===== src/rtl/cat_rec_pkg.sv =====
// cat_rec_pkg: state encoding and address/timing constants shared by the cat-recognizer scheduler.
package cat_rec_pkg;
    typedef enum logic [2:0] {IDLE, CLR, FETCH, DRAIN, BIAS, DECIDE, DONE} state_t;
    localparam int PIX_BASE = 1;
    localparam int W_BASE = 0;
    localparam int DRAIN_CYCLES = 2;
    localparam int RD_LAT = 1;
endpackage


===== src/rtl/cat_rec_issue_pipe.sv =====
// cat_rec_issue_pipe: valid shift register turning bank read issues into capture and MAC strobes.
module cat_rec_issue_pipe
    import cat_rec_pkg::*;
(
    input  logic clk,
    input  logic rst,
    input  logic issue,
    input  logic flush,
    output logic cap_en,
    output logic mac_en
);
    logic [RD_LAT:0] v;
    always_ff @(posedge clk or negedge rst)
        if (!rst) v <= '0;
        else v <= flush ? '0 : {v[RD_LAT-1:0], issue};
    assign cap_en = v[RD_LAT-1];
    assign mac_en = v[RD_LAT];
endmodule


===== src/rtl/cat_rec_scheduler.sv =====
// cat_rec_scheduler: sequences pixel/weight fetch, MAC, bias and sign decision for one inference.
// Define CAT_SCHED_BIAS_EN to include the BIAS step; otherwise DRAIN goes straight to DECIDE.
module cat_rec_scheduler
    import cat_rec_pkg::*;
#(
    parameter int Amba_Addr_Depth = 12,
    parameter int Rows = 4096
) (
    input  logic                     clk,
    input  logic                     rst,
    input  logic                     start,
    input  logic                     apb_req,
    input  logic                     acc_sign,
    output logic                     pix_rd,
    output logic [Amba_Addr_Depth:0] pix_addr,
    output logic                     w_rd,
    output logic [Amba_Addr_Depth:0] w_addr,
    output logic                     cap_en,
    output logic                     mac_en,
    output logic                     acc_clr,
    output logic                     bias_add,
    output logic                     busy,
    output logic                     done,
    output logic                     cat_out
);
    localparam int AW = Amba_Addr_Depth + 1;
    localparam int CW = $clog2(Rows) + 1;
    state_t state, next;
    logic [CW-1:0] row;
    logic [1:0] dcnt;
    logic issue, flush, last_drain;
    assign last_drain = dcnt == 2'(DRAIN_CYCLES - 1);
    always_ff @(posedge clk or negedge rst)
        if (!rst) state <= IDLE;
        else state <= next;
    always_comb begin
        next = state;
        case (state)
            IDLE:   next = start ? CLR : IDLE;
            CLR:    next = FETCH;
            FETCH:  next = row == CW'(Rows) ? DRAIN : FETCH;
`ifdef CAT_SCHED_BIAS_EN
            DRAIN:  next = last_drain ? BIAS : DRAIN;
            BIAS:   next = DECIDE;
`else
            DRAIN:  next = last_drain ? DECIDE : DRAIN;
`endif
            DECIDE: next = DONE;
            DONE:   next = start ? DONE : IDLE;
            default: next = IDLE;
        endcase
        if (!start && state != DONE) next = IDLE;
    end
    // Outputs are registered decodes of the state being entered, so they line up with it.
    assign issue = next == FETCH && !apb_req;
    assign flush = next == IDLE || next == CLR;
    assign w_rd = pix_rd;
    always_ff @(posedge clk or negedge rst)
        if (!rst) begin
            row      <= '0;
            dcnt     <= '0;
            pix_rd   <= 1'b0;
            pix_addr <= '0;
            w_addr   <= '0;
            acc_clr  <= 1'b0;
            busy     <= 1'b0;
            done     <= 1'b0;
            cat_out  <= 1'b0;
        end else begin
            row     <= next == CLR ? '0 : row + CW'(issue);
            dcnt    <= state == DRAIN ? dcnt + 2'd1 : '0;
            pix_rd  <= issue;
            acc_clr <= next == CLR;
            busy    <= next != IDLE && next != DONE;
            done    <= next == DONE;
            if (issue) begin
                pix_addr <= AW'(row) + AW'(PIX_BASE);
                w_addr   <= AW'(row) + AW'(W_BASE);
            end
            if (state == DECIDE && next == DONE) cat_out <= ~acc_sign;
        end
`ifdef CAT_SCHED_BIAS_EN
    always_ff @(posedge clk or negedge rst)
        if (!rst) bias_add <= 1'b0;
        else bias_add <= next == BIAS;
`else
    assign bias_add = 1'b0;
`endif
    cat_rec_issue_pipe u_pipe (
        .clk    (clk),
        .rst    (rst),
        .issue  (pix_rd),
        .flush  (flush),
        .cap_en (cap_en),
        .mac_en (mac_en)
    );
endmodule

===== config.mk =====
export PLATFORM = sky130hd
export DESIGN_NAME = cat_rec_scheduler
export DESIGN_NICKNAME = d
export VERILOG_FILES = /design/src/rtl/cat_rec_pkg.sv /design/src/rtl/cat_rec_issue_pipe.sv /design/src/rtl/cat_rec_scheduler.sv
export SDC_FILE = /design/constraint.sdc
export NUM_CORES = 1
export LEC_CHECK = 0
export CORE_ASPECT_RATIO = 2
export CORE_MARGIN = 4
export CORE_UTILIZATION = 48
export DETAILED_ROUTE_END_ITERATION = 8
export GPL_TIMING_DRIVEN = 0
export PLACE_DENSITY_LB_ADDON = 0.2
export SYNTH_ARGS = -nofsm -noshare
export SYNTH_HDL_FRONTEND = slang
export SYNTH_SLANG_ARGS = --single-unit

===== constraint.sdc =====
create_clock -name clk -period 2.73 [get_ports clk]
set_clock_uncertainty 0.05 [all_clocks]
set_input_delay 0.819 -clock clk [delete_from_list [all_inputs] [get_ports clk]]
set_output_delay 0.819 -clock clk [all_outputs]
set_load 0.005 [all_outputs]

Fig. 1: register map, names as in the netlist
The bar under the picture is 20 um long. Other sequential cells in the stronger gray, the rest of the logic in the fainter gray.
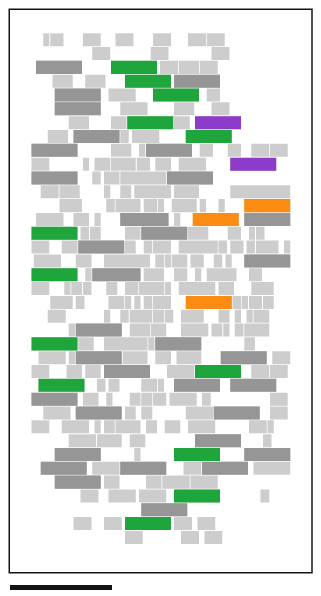
color	netlist name	placed flops
orange	`state`	3
purple	`u_pipe.v`	2
green	`pix_addr`	13
not colored	33

Fig. 2: track usage over the die
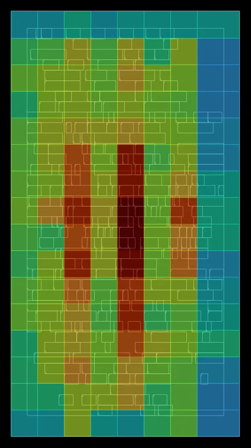
routed length per instance: 16.2 um
gr usage total: 16.5%
met1 global-route usage: 19.5%
met3 usage: 2.81%
Layout Utilization: 62.5%

Fig. 3: wire density map
The bar under the picture is 20 um long. The die is cut into 12 by 22 equal tiles; dark blue is low, red is high, scaled to the fullest tile. Values are wire area over tile area, all layers added.
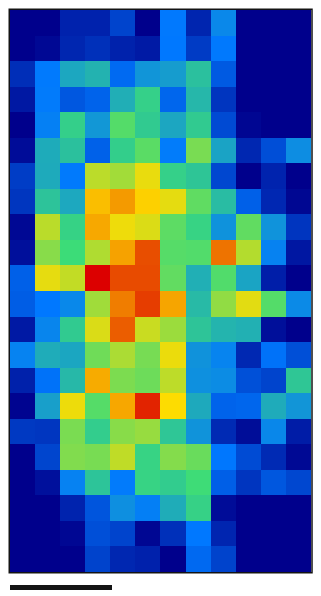
tiles over half the peak	25%
fullest tile	0.39
mean over tiles	0.12
densest ninth of the die	center
emptiest ninth of the die	upper right
nearly empty tiles	19%

==> metrics.yaml <==
cts_num_sinks: 51
syn_area_per_cell_um2: 12.6
clock_latency_ps: 310
max_stage_delay_ps: 310
ios: 40
holdCritPathClass: "in2async"
die_x_um: 59.3
grtUsageMet2_pct: 28.3
outcome: "finished, final reports clean"
cts.clk_slew.worst_paths_ps: 90
layout.cells.non_filler: 310
flop_area_um2: 1280
path_class: "in2reg"
grt_antenna_before_repair: 0
powerDensity_nw_per_um2: 477
path_cells: "dlygate4sd2_1, nand2b_4, nor3_4, o211ai_4, buf_12, inv_2, ha_4, ha_4, nand4_1, buf_4, nor3_2, xnor2_1, nor2_1"
syn_to_final_growth_pct: 27.1
p_total_w: 0.00153
cts.repair.resized: 5
whs_ps: 369
relSlewSlack_pct: 59.0
cts_setup_buffers: 4
simple_gate_share_pct: 13.7
yosysTopAreaCell: "dfrtp_1"
setup_viol: 0
Fig. 4: signal wires by layer
The bar under the picture is 20 um long.
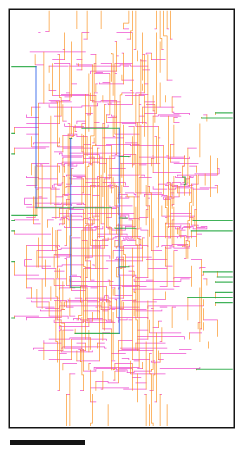
color	layer	wire length
magenta	metal 1	1,940 um
blue	metal 4	131 um
orange	metal 2	2,790 um
green	metal 3	157 um

Fig. 5: placed cells, one color a class
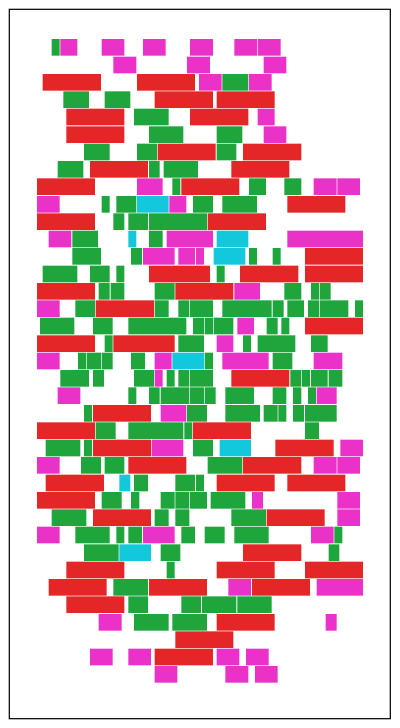
color	class	cells	share of their area
magenta	other buffers and delay cells	58	19%
red	flops	51	41%
cyan	clock drivers and dummy loads	8	2.9%
green	combinational and other logic	135	37%

[worst paths after layout]
kind / slack [ps] / cells past startpoint / startpoint / end
setup / recovery: 140 / 13 / start / row[10]
hold / removal: 370 / 1 / rst / pix_addr[11]
setup reg to reg: 170 / 14 / row[0] / row[10]
hold reg to reg: 390 / 1 / dcnt[0] / dcnt[0]
max in group asynchronous: 1740 / 2 / rst / row[0]
min in group clk: 390 / 1 / dcnt[0] / dcnt[0]
[state kept, by name, indices dropped and copies added, names as in the netlist]
register / flops
pix_rd: 1
done: 1
dcnt: 2
pix_addr: 13
busy: 1
w_addr: 13
acc_clr: 1
state: 3
u_pipe.v: 2
row: 13
cat_out: 1
[layout make-up]
| type | count | area share [%] |
|---|---|---|
| plain buffers | 14 | 5.46 |
| clock buffers | 7 | 2.69 |
| clock inverters | 1 | 0.156 |
| inverters | 8 | 0.936 |
| multi-input cells | 127 | 35.1 |
| flip-flops and latches | 51 | 39.8 |
| well taps | 58 | 2.26 |
| repair buffers | 44 | 13.5 |
[power breakdown]
part / internal [W] / switching (W)
registers: 0.000794 / 0.0000231
logic: 0.000151 / 0.000114
clock network: 0.000205 / 0.000242
total: 0.00115 / 0.000380
[placed cells by master, fill, tap and decap left out, types with 5 or more instances in the layout]
cell,count
dfrtp_1,49
xor2_1,11
xnor2_1,10
mux2_2,7
clkdlybuf4s50_1,35
nor3_1,5
nand4_1,9
nand2_1,6
clkbuf_8,9
inv_1,7
mux2_4,19
nor2_1,14
buf_4,7
nand3_1,8
[stage by stage]
| step | setup slack (ps) | TNS, ps |
|---|---|---|
| final | 138 | 0 |
| after global routing | 3.56 | 0 |
| after CTS | 2.54 | 0 |
| after detailed placement | -844 | -7670 |
| after global placement | -954 | -46450 |
| after floorplan | 1.00 | 0 |
